===== src/rtl/instruction_issuer.sv =====
// Queues ADDU/SUBU requests and issues them one at a time to the execution unit; the response appears EXEC_LAT+1 edges after the request handshake.
// req_ready drops while the FIFO is full; resp_* stay stable until resp_ready. Build option ISSUER_ILLEGAL_CHECK_EN traps 2'b1x opcodes.
module instruction_issuer #(
    parameter int WIDTH    = 64,
    parameter int DEPTH    = 4,
    parameter int EXEC_LAT = 1
) (
    input  logic             clk,
    input  logic             reset,
    input  logic             req_valid,
    output logic             req_ready,
    input  logic [1:0]       req_op,
    input  logic [WIDTH-1:0] req_op1,
    input  logic [WIDTH-1:0] req_op2,
    output logic             resp_valid,
    input  logic             resp_ready,
    output logic [WIDTH-1:0] resp_result,
    output logic             resp_carryout,
    output logic             resp_error,
    output logic             eu_reset,
    output logic             eu_enable,
    output logic [1:0]       eu_instruction,
    output logic [WIDTH-1:0] eu_op1,
    output logic [WIDTH-1:0] eu_op2,
    input  logic [WIDTH-1:0] eu_result,
    input  logic             eu_carryout
);
    localparam int AW = $clog2(DEPTH);
    localparam int CW = (EXEC_LAT > 1) ? $clog2(EXEC_LAT) : 1;

    typedef struct packed {
        logic [1:0]       op;
        logic [WIDTH-1:0] op1;
        logic [WIDTH-1:0] op2;
    } req_t;

    typedef enum logic [1:0] {IDLE, EXEC, RESP} state_t;

    req_t          mem [DEPTH];
    req_t          head;
    logic [AW-1:0] wr_ptr;
    logic [AW-1:0] rd_ptr;
    logic [AW:0]   count;
    logic          full;
    logic          empty;
    logic          push;
    logic          pop;

    state_t        state;
    state_t        state_nxt;
    logic [CW-1:0] lat_cnt;
    logic          issue;
    logic          capture;
    logic          fault;
    logic          resp_clr;
    logic          illegal_head;

    assign full      = (count == (AW+1)'(DEPTH));
    assign empty     = (count == '0);
    assign req_ready = !reset && !full;
    assign push      = req_valid && req_ready;
    assign head      = mem[rd_ptr];
    assign eu_enable = (state == EXEC);

`ifdef ISSUER_ILLEGAL_CHECK_EN
    assign illegal_head = head.op[1];
`else
    assign illegal_head = 1'b0;
`endif

    // Storage needs no reset: occupancy alone decides what is valid.
    always_ff @(posedge clk) begin
        if (push) begin
            mem[wr_ptr] <= '{op: req_op, op1: req_op1, op2: req_op2};
        end
    end

    always_ff @(posedge clk or posedge reset) begin
        if (reset) begin
            wr_ptr <= '0;
            rd_ptr <= '0;
            count  <= '0;
        end else begin
            if (push) wr_ptr <= wr_ptr + AW'(1);
            if (pop)  rd_ptr <= rd_ptr + AW'(1);
            case ({push, pop})
                2'b10:   count <= count + (AW+1)'(1);
                2'b01:   count <= count - (AW+1)'(1);
                default: count <= count;
            endcase
        end
    end

    always_comb begin
        state_nxt = state;
        pop       = 1'b0;
        issue     = 1'b0;
        capture   = 1'b0;
        fault     = 1'b0;
        resp_clr  = 1'b0;
        case (state)
            IDLE: begin
                if (!empty) begin
                    pop = 1'b1;
                    if (illegal_head) begin
                        fault     = 1'b1;
                        state_nxt = RESP;
                    end else begin
                        issue     = 1'b1;
                        state_nxt = EXEC;
                    end
                end
            end
            EXEC: begin
                if (lat_cnt == '0) begin
                    capture   = 1'b1;
                    state_nxt = RESP;
                end
            end
            RESP: begin
                if (resp_valid && resp_ready) begin
                    resp_clr = 1'b1;
                    // Back-to-back: the next queued request skips IDLE.
                    if (!empty) begin
                        pop = 1'b1;
                        if (illegal_head) begin
                            fault     = 1'b1;
                            state_nxt = RESP;
                        end else begin
                            issue     = 1'b1;
                            state_nxt = EXEC;
                        end
                    end else begin
                        state_nxt = IDLE;
                    end
                end
            end
            default: state_nxt = IDLE;
        endcase
    end

    always_ff @(posedge clk or posedge reset) begin
        if (reset) begin
            state          <= IDLE;
            lat_cnt        <= '0;
            eu_reset       <= 1'b1;
            eu_instruction <= 2'b00;
            eu_op1         <= '0;
            eu_op2         <= '0;
            resp_valid     <= 1'b0;
            resp_result    <= '0;
            resp_carryout  <= 1'b0;
        end else begin
            state    <= state_nxt;
            eu_reset <= 1'b0;
            if (issue) begin
                eu_instruction <= head.op;
                eu_op1         <= head.op1;
                eu_op2         <= head.op2;
                lat_cnt        <= CW'(EXEC_LAT - 1);
            end else if (state == EXEC && lat_cnt != '0) begin
                lat_cnt <= lat_cnt - CW'(1);
            end
            if (capture) begin
                resp_valid    <= 1'b1;
                resp_result   <= eu_result;
                resp_carryout <= eu_carryout;
            end else if (fault) begin
                resp_valid    <= 1'b1;
                resp_result   <= '0;
                resp_carryout <= 1'b0;
            end else if (resp_clr) begin
                resp_valid <= 1'b0;
            end
        end
    end

`ifdef ISSUER_ILLEGAL_CHECK_EN
    logic error_q;

    always_ff @(posedge clk or posedge reset) begin
        if (reset) begin
            error_q <= 1'b0;
        end else if (capture) begin
            error_q <= 1'b0;
        end else if (fault) begin
            error_q <= 1'b1;
        end
    end

    assign resp_error = error_q;
`else
    assign resp_error = 1'b0;
`endif

endmodule


===== config.mk =====
export PLATFORM = sky130hd
export DESIGN_NAME = instruction_issuer
export DESIGN_NICKNAME = d
export VERILOG_FILES = /design/src/rtl/instruction_issuer.sv
export SDC_FILE = /design/constraint.sdc
export NUM_CORES = 1
export LEC_CHECK = 0
export ABC_AREA = 0
export CAP_MARGIN = 30
export CORE_ASPECT_RATIO = 0.9
export CORE_UTILIZATION = 45
export DETAILED_ROUTE_END_ITERATION = 8
export GPL_TIMING_DRIVEN = 0
export PLACE_DENSITY_LB_ADDON = 0.15
export SYNTH_ARGS = -nofsm -noshare
export SYNTH_HDL_FRONTEND = slang
export SYNTH_SLANG_ARGS = --single-unit
export TNS_END_PERCENT = 5

===== constraint.sdc =====
create_clock -name clk -period 17.8 [get_ports clk]
set_input_delay 3.56 -clock clk [delete_from_list [all_inputs] [get_ports clk]]
set_output_delay 3.56 -clock clk [all_outputs]
set_load 0.02 [all_outputs]

run_1/layer_met4.png
Scale: 1.5 px per µm.
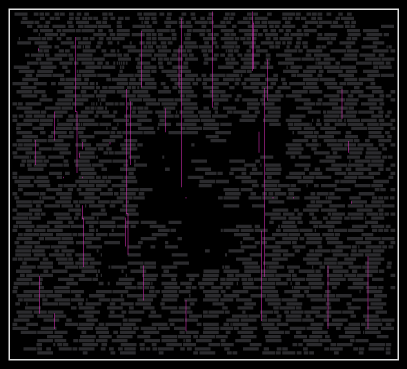
nets with wire on the layer	18
share of all routed wire	2.0%
Total Wirelength: 55.7 mm
Vias: 12,701

run_1/clk_routes.png
Scale: 1 px per µm.
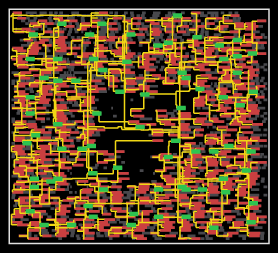
[yellow] clock wires | length: 8,390 µm
[red] flip-flops | count: 727
[green] clock drivers | count: 74
flops lie	spread over the die

==> impl_metrics.toml, run 1 <==
# flow metrics
[sta]
fin_crit_sh_pct = 48.1
finalSetupViolations = 0
fin_skew_ns = 0.0218
setup_ws_ns = 9.23
tns_ns = 0
max_slew_margin_pct = 34.8
rsz0062_at_grt = "no"
period_minus_slack_ns = 8.57
hold_violations = 0
whs_ns = 0.502
tightest_slew_ns = 0.972
max_freq_ghz = 0.117
maxSlewViolCount = 0

[power_and_ir_drop]
p_comb_share_pct = 35.6
power.internal_mw = 4.28
p_sw_share_pct = 29.7
switchingPower_mw = 1.80
vdd_ir_drop_max_v = 0.0000893
power_density_nw_per_um2 = 177
leakagePower_nw = 12.0
p_comb_mw = 2.17
seqPwrFrac_pct = 39.0
power_top_consumer = "sequential cells"
powerClk_mw = 1.55
pg_seq_mw = 2.37
finalPower_mw = 6.08
clkPwrFrac_pct = 25.4

[final_layout]
final_common_cell = "edfxtp_1"
syn_to_final_growth_pct = 28.9
seqCellArea_um2 = 20800
layout_top_cells = "edfxtp_1, clkdlybuf4s50_1, dfrtp_1"
n_fill_cell = 4331
final_net_count = 1838
largest_reg_flops = 520
design_area_um2 = 34300
drive_gt1_share_pct = 29.0
regMostFlops = "mem"
fin_cells = 2472
post-route-util_pct = 58.7
logic_area_um2 = 5440

[synth]
ys_sh_mux_pct = 19.3
top_cells_by_area = "edfxtp_1, dfrtp_1, mux4_2"
yosysMostFrequentCell = "edfxtp_1"
yosys.area.top_type = "edfxtp_1"
ys.flops = 727
ys.warnings.count = 0
fa_ha_area_share_pct = 0.310
ys.flop_type = "edfxtp_1"
avgSynthCellArea_um2 = 23.1
synth_chip_area_um2 = 26600
syn_area_um2 = 26600
ys_seq_share_pct = 78.2
edf_count = 520
synth-async-reset-ratio_pct = 28.5
common_cells = "edfxtp_1, dfrtp_1, mux2_2"
simple_gate_share_pct = 0.325
ys_cells = 1150
ys_types = 29
synth_top_area_share_pct = 58.7
xor_share_pct = 0.198
aoi_share_pct = 0.202
syn-instance-count = 1150
synthTopLogicFamily = "multiplexers"

[clocking]
ctsResizeCount = 0
cts-root-buf = "clkbuf_16"
clockBufferDepth = 3
h-tree-depth = 3
cts_setup_buffers = 0
numCtsBuffers = 74
clkTransAtPathRegs_ns = 0.05
holdBufCountCts = 0
insertion_delay_ns = 0.60
cts_tree = "done"
cts.sinks = 727

[worst_setup_path]
cp_common_cell = "clkdlybuf4s50_1"
crit_family = "buffers and inverters"
max_stage_delay_ns = 0.68
reg2reg_slack_ns = 14.94
crit_chain = "clkdlybuf4s50_1, a21oi_1, clkdlybuf4s50_1"
path_buffers = 2
reg2reg_from = "count[0]"
cp-start-kind = "input pin"
cp.depth = 3
cp-startpoint = "reset"
worst_setup_path_end_kind = "output port"
r2r-end = "mem[0][63]"
cp.required_ns = 14.24
cp.arrival_ns = 5.01
path_max_fanout = 3
crit_path_end = "req_ready"
critPathKind = "input pin to output port"
cp_slowest_cell = "clkdlybuf4s50_1"
worst_r2r_path_depth = 4

[placement]
gp_congestion = 0.698
place_area_um2 = 31800
dp_hpwl_mm = 34.4
port_buffers = 397
placed_cells = 2331
dp_slack_ns = 9.23

[floorplanning]
rows = 84
fp.dieW_um = 258
chipArea_um2 = 60100
io-pin-count = 399
core_um2 = 58400
fp-utilization_pct = 45.5
die_h_um = 233

[route]
initialDrtViolationCount = 646
drc_errors = 0
dr.pass1.iters = 5
wl_per_cell_um = 22.5
via_per_inst = 5.14
ant_nets = 0

[run]
warnings = 32
maxCapViolCount = 0

[grt]
globalRouteOverflowTotal = 0
grt.total_usage_pct = 18.9
grt_pass1_vias = 13616
grt_pass1_wl_mm = 83.4
grt_max_degree = 110
antenna_found_initial = 8

[worst_hold_path]
whs_path_depth = 1
hold_class = "register to register"
hold-path-endpoint = "resp_result[42]"
min_from = "resp_result[42]"

[outcome]
outcome = "finished, final reports clean"
run_1/detail.png
Region (184, 48) to (204, 68) µm. Cells in grey, sequential cells in the stronger grey; small squares are vias.
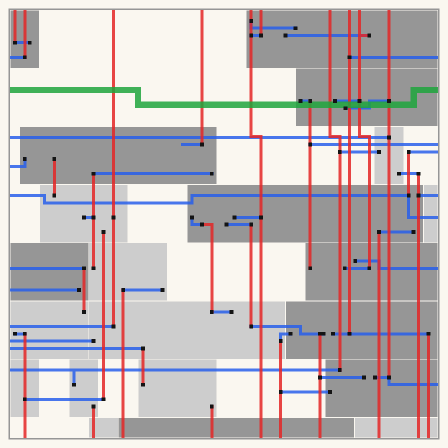
colour	layer
blue	metal 1
green	metal 3
red	metal 2
sequential cells in the window	6
cells with their middle in the window	13
netlist names of flops here include	mem (5), eu_op1 (1)
most frequent	edfxtp_1 (5), clkdlybuf4s50_1 (3), buf_1 (2)

run 1: worst register-to-register path, delay by kind of cell, from the launching register on:
family                 cells  cell delay (ns)
and+or+nand+nor            2             0.85
buffers and inverters      1             0.38
AOI/OAI and AO/OA          1             0.82
DFF                        1             0.41
run 1: area by class of cell:
class                           instances  share of cell area [%]
Antenna cell                            3                  0.0219
Tap cell                              774                    2.83
Inverter                               11                   0.142
Clock inverter                         26                   0.657
Clock buffer                          112                    6.52
Timing Repair Buffer                  406                    12.3
Buffer                                 52                   0.989
Sequential cell                       727                    60.7
Multi-Input combinational cell        361                    15.9
run 1: per-layer routing:
layer / global-route usage, % / routed length [µm]
met1: 24.9 / 23400
met4: 5.86 / 1100
met5: 0 / 88
met3: 5.47 / 3570
met2: 30.4 / 27600
==> run 2: changes to the inputs <==
==> constraint.sdc (replaced) <==
create_clock -name clk -period 8.1 [get_ports clk]
set_input_delay 1.62 -clock clk [delete_from_list [all_inputs] [get_ports clk]]
set_output_delay 1.62 -clock clk [all_outputs]
set_load 0.02 [all_outputs]
run_2/layer_met4.png
Scale: 1.5 px per µm.
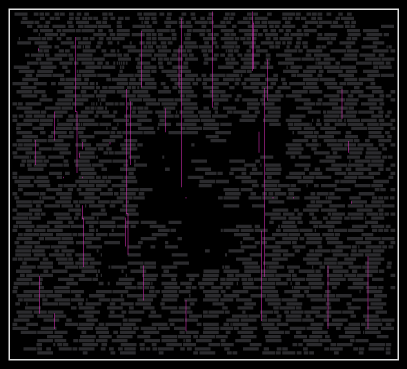
nets with wire on the layer	18
main direction	vertical

run_2/congestion.png
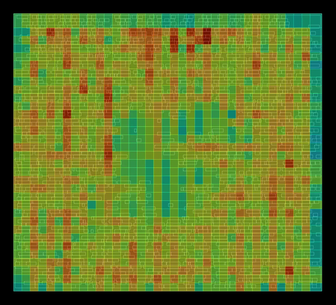
Routed WL per cell: 22.5 µm
global routing met3 resource utilization: 5.47%
met2 Use GR: 30.4%
Top Usage Layer GRT: met2
global routing met1 resource utilization: 24.9%

==> run 2 against run 1 <==
Against the previous run: register-to-register slack lost 9.7 ns; clock power grew 120%; sequential power grew 120%.
==> impl_metrics.toml, run 2 <==
# flow metrics
[sta]
finalSetupViolations = 0
setup_ws_ns = 3.41
max_freq_ghz = 0.213
fin_crit_sh_pct = 57.9
rsz0062_at_grt = "no"
hold_violations = 0
tns_ns = 0
whs_ns = 0.502
max_slew_margin_pct = 34.8
period_minus_slack_ns = 4.69
maxSlewViolCount = 0

[synth]
syn-instance-count = 1150
ys.flops = 727
aoi_share_pct = 0.202
synth_top_area_share_pct = 58.7
top_cells_by_area = "edfxtp_1, dfrtp_1, mux4_2"
ys_cells = 1150
simple_gate_share_pct = 0.325
yosys.area.top_type = "edfxtp_1"
syn_area_um2 = 26600
avgSynthCellArea_um2 = 23.1
ys_sh_mux_pct = 19.3
common_cells = "edfxtp_1, dfrtp_1, mux2_2"
ys_seq_share_pct = 78.2
synthTopLogicFamily = "multiplexers"
xor_share_pct = 0.198
ys.flop_type = "edfxtp_1"
fa_ha_area_share_pct = 0.310
synth_chip_area_um2 = 26600
edf_count = 520
ys.warnings.count = 0
synth-async-reset-ratio_pct = 28.5

[power_and_ir_drop]
leakagePower_nw = 12.0
seqPwrFrac_pct = 39.0
power_density_nw_per_um2 = 390
clkPwrFrac_pct = 25.4
p_sw_share_pct = 29.7
p_comb_mw = 4.76
powerClk_mw = 3.40
p_comb_share_pct = 35.6
switchingPower_mw = 3.97
power_top_consumer = "sequential cells"
vdd_ir_drop_max_v = 0.000196

[worst_setup_path]
cp_common_cell = "clkdlybuf4s50_1"
cp.required_ns = 6.48
max_stage_delay_ns = 0.68
worst_setup_path_end_kind = "output port"
cp.arrival_ns = 3.07
critPathKind = "input pin to output port"
crit_family = "buffers and inverters"
path_max_fanout = 3
path_buffers = 2
cp-start-kind = "input pin"
cp_slowest_cell = "clkdlybuf4s50_1"
crit_chain = "clkdlybuf4s50_1, a21oi_1, clkdlybuf4s50_1"

[grt]
globalRouteOverflowTotal = 0
grt.total_usage_pct = 18.9
antenna_found_initial = 8
grt_max_degree = 110
grt_pass1_wl_mm = 83.4
grt_pass1_vias = 13616

[final_layout]
fin_cells = 2472
logic_area_um2 = 5440
post-route-util_pct = 58.7
largest_reg_flops = 520
n_fill_cell = 4331
regMostFlops = "mem"
drive_gt1_share_pct = 29.0
final_net_count = 1838
syn_to_final_growth_pct = 28.9
layout_top_cells = "edfxtp_1, clkdlybuf4s50_1, dfrtp_1"
seqCellArea_um2 = 20800
final_common_cell = "edfxtp_1"
design_area_um2 = 34300

[run]
warnings = 32
maxCapViolCount = 0

[floorplanning]
fp.dieW_um = 258
chipArea_um2 = 60100
rows = 84
io-pin-count = 399
fp-utilization_pct = 45.5
core_um2 = 58400

[placement]
port_buffers = 397
gp_congestion = 0.698
dp_hpwl_mm = 34.4
place_area_um2 = 31800
dp_slack_ns = 3.41

[route]
via_per_inst = 5.14
wl_met3_mm = 3.57
drc_errors = 0
initialDrtViolationCount = 646
dr.pass1.iters = 5
vias = 12701
m1WireLength_mm = 23.4
wl_met2_mm = 27.6
ant_nets = 0
top_layer_used = "met5"
drt-total-wl_mm = 55.7

[clocking]
clockBufferDepth = 3
numCtsBuffers = 74
insertion_delay_ns = 0.60
cts_tree = "done"
ctsResizeCount = 0
clkTransAtPathRegs_ns = 0.05
holdBufCountCts = 0
cts_setup_buffers = 0
cts.sinks = 727
h-tree-depth = 3
cts-root-buf = "clkbuf_16"

[worst_hold_path]
hold_class = "register to register"

[outcome]
outcome = "finished, final reports clean"
-- run 2: cell counts in the layout (fill, tap and decap cells not counted) --
No cell type changed its count.
-- run 2: final cells by class --
type | count | share of cell area [%]
sequential | 727 | 60.7
buffer | 52 | 0.989
inverter | 11 | 0.142
tap | 774 | 2.83
clock inverter | 26 | 0.657
antenna | 3 | 0.0219
timing repair buffer | 406 | 12.3
clock buffer | 112 | 6.52
multi-input combinational | 361 | 15.9
-- run 2: worst paths after layout --
kind / start / to / slack, ns / cells past startpoint
min reg2reg: resp_result[42] / resp_result[42] / 0.50 / 1
max reg2reg: count[0] / mem[0][63] / 5.24 / 4
max: reset / req_ready / 3.41 / 3
min: resp_result[42] / resp_result[42] / 0.50 / 1
max in group asynchronous: reset / eu_op1[5] / 5.29 / 3
min in group asynchronous: reset / eu_op1[28] / 1.60 / 2
run_2/detail.png
Region (184, 48) to (204, 68) µm. Cells in grey, sequential cells in the stronger grey; small squares are vias.
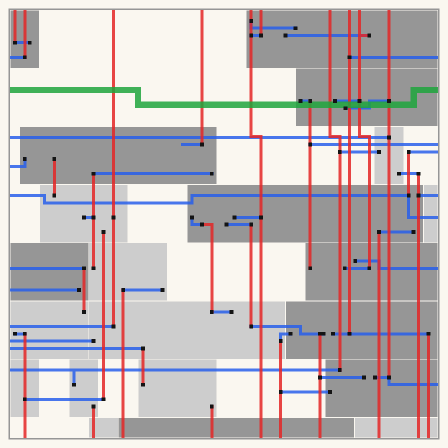

==> run 3: changes to the inputs <==
==> constraint.sdc (replaced) <==
create_clock -name clk -period 3.91 [get_ports clk]
set_input_delay 0.782 -clock clk [delete_from_list [all_inputs] [get_ports clk]]
set_output_delay 0.782 -clock clk [all_outputs]
set_load 0.02 [all_outputs]
run_3/detail.png
Region (184, 48) to (204, 68) µm. Cells in grey, sequential cells in the stronger grey; small squares are vias.
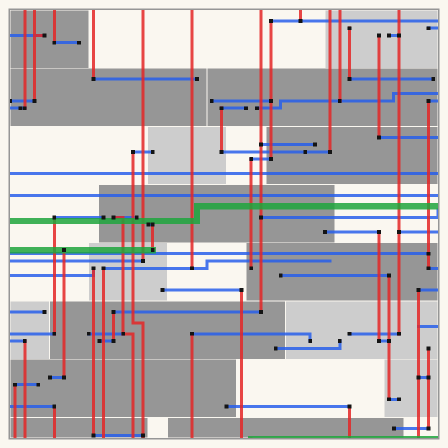
colour	layer
blue	metal 1
green	metal 3
red	metal 2
netlist names of flops here include	mem (6), eu_op2 (1)
most frequent	edfxtp_1 (6), clkdlybuf4s50_1 (3), mux4_2 (2)
sequential cells in the window	7
cells with their middle in the window	13

==> run 3 against run 2 <==
Against the previous run: synthesized cell count did not move; core utilization fell by 0.10 points; critical path depth is 3 higher; count of clock-buffer cells in the layout down 5; first-iteration DRC count down 8.0%; non-clock buffer count up 6; register-to-register slack got worse by 4.5 ns; die area stayed put; critical path type is now input pin to register; largest cell class unchanged.
==> impl_metrics.toml, run 3 <==
# flow metrics
[outcome]
outcome = "finished, final reports clean"

[worst_setup_path]
max_stage_delay_ns = 0.76
cp_slowest_cell = "a211oi_1"
worst_setup_path_end_kind = "register"
reg2reg_slack_ns = 0.78
r2r-end = "mem[0][73]"
crit_chain = "clkdlybuf4s50_1, inv_1, a211oi_1, and2_4, buf_16, buf_16"
cp-startpoint = "req_valid"
cp-start-kind = "input pin"
cp_common_cell = "buf_16"
cp.depth = 6
cp.required_ns = 4.17
path_max_fanout = 51
critPathKind = "input pin to register"
path_buffers = 4
cp.arrival_ns = 3.54
worst_r2r_path_depth = 5
reg2reg_from = "count[0]"
crit_family = "buffers and inverters"
crit_path_end = "mem[0][73]"

[worst_hold_path]
hold_class = "register to register"
whs_path_depth = 1
hold-path-endpoint = "eu_op2[8]"
min_from = "eu_op2[8]"

[placement]
placed_cells = 2337
dp_slack_ns = -0.0224
dp_hpwl_mm = 35.1
gp_congestion = 0.701
port_buffers = 397

[power_and_ir_drop]
leakagePower_nw = 11.9
p_comb_share_pct = 36.1
power_density_nw_per_um2 = 799
p_comb_mw = 9.87
finalPower_mw = 27.3
switchingPower_mw = 8.22
pg_seq_mw = 10.8
clkPwrFrac_pct = 24.4
seqPwrFrac_pct = 39.4
powerClk_mw = 6.68
vdd_ir_drop_max_v = 0.000416
power_top_consumer = "sequential cells"
p_sw_share_pct = 30.1
power.internal_mw = 19.1

[synth]
ys.warnings.count = 0
syn-instance-count = 1150
ys_types = 29
common_cells = "edfxtp_1, dfrtp_1, mux2_2"
synth_chip_area_um2 = 26600
simple_gate_share_pct = 0.325
synth-async-reset-ratio_pct = 28.5
syn_area_um2 = 26600
ys_seq_share_pct = 78.2
edf_count = 520
fa_ha_area_share_pct = 0.310
ys_sh_mux_pct = 19.3
avgSynthCellArea_um2 = 23.1
xor_share_pct = 0.198
synthTopLogicFamily = "multiplexers"
yosys.area.top_type = "edfxtp_1"
yosysMostFrequentCell = "edfxtp_1"
ys.flop_type = "edfxtp_1"
ys_cells = 1150
synth_top_area_share_pct = 58.7
aoi_share_pct = 0.202
top_cells_by_area = "edfxtp_1, dfrtp_1, mux4_2"
ys.flops = 727

[final_layout]
n_fill_cell = 4381
n_clock_buffer = 107
final_net_count = 1844
dominant_cells = "registers"
layout_top_cells = "edfxtp_1, clkdlybuf4s50_1, dfrtp_1"
clk_share_pct = 6.73
n_all_inverters = 11
logic_area_um2 = 5440
comb_area_share_pct = 15.9
drive_gt1_share_pct = 29.1
antenna_cells = 1
syn_to_final_growth_pct = 28.6
seqCellArea_um2 = 20800
fin_cells = 2474
flop-count = 727
regMostFlops = "mem"
logic_gates = 361
buffers = 464
buffer_area_share_pct = 13.6
seq_area_share_pct = 60.8
final_common_cell = "edfxtp_1"
largest_reg_flops = 520

[clocking]
clkTransAtPathRegs_ns = 0.06
clockBufferDepth = 3
numCtsBuffers = 74
insertion_delay_ns = 0.61
cts_setup_buffers = 0
cts.sinks = 727
h-tree-depth = 3
cts-root-buf = "clkbuf_16"
holdBufCountCts = 0
cts_tree = "done"
ctsResizeCount = 0

[route]
ant_nets = 0
vias = 12726
initialDrtViolationCount = 594
drt-total-wl_mm = 55.7
wl_per_cell_um = 22.5
drc_errors = 0
via_per_inst = 5.14
dr.pass1.iters = 4

[floorplanning]
tap_cells = 774
fp-utilization_pct = 45.5
core_um2 = 58400
io-pin-count = 399
fp.dieW_um = 258
chipArea_um2 = 60100
rows = 84

[grt]
grt_pass1_vias = 13413
grt_max_degree = 52
grt_pass1_wl_mm = 83.7
grt.total_usage_pct = 18.9
globalRouteOverflowTotal = 0
antenna_found_initial = 9

[sta]
max_freq_ghz = 0.305
rsz0062_at_grt = "no"
maxSlewViolCount = 0
fin_skew_ns = 0.0159
max_slew_margin_pct = 38.0
period_minus_slack_ns = 3.28
finalSetupViolations = 0
setup_ws_ns = 0.633
tns_ns = 0
hold_violations = 0
fin_crit_sh_pct = 83.8
whs_ns = 0.503

[run]
maxCapViolCount = 0
warnings = 30
run_3/clk_routes.png
Scale: 1 px per µm.
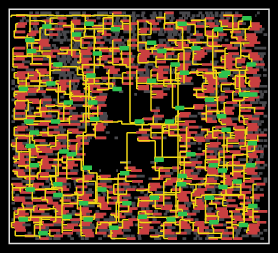
[green] clock drivers | count: 74
[red] flip-flops | count: 727
[yellow] clock wires | length: 8,360 µm
routed clock nets	75
flops lie	spread over the die

==> run 3: cell count changes in the layout (fill, tap and decap cells not counted), sizes merged <==
cell	before	now
buf	55	61
clkbuf	118	113
clkinv	19	22
inv	11	14
bufinv	4	2
diode	3	1
clkinvlp	3	2
==> run 3: routing by layer <==
metal  track usage (%)  part of all wire, %  wire length, µm
met4              5.47                  2.0             1140
met3              5.17                  6.4             3550
met1              25.7                   42            23200
met2              30.1                   50            27700
met5                 0                 0.19              108
==> run 3: metrics by stage <==
step                      utilization [%]  instance area (µm²)
after floorplan                         -                26600
final                                58.6                34200
after CTS                            58.6                34200
after global placement               54.0                31600
after detailed placement             54.6                31900
after global routing                 58.6                34200
Power and IR drop assume default switching activity.
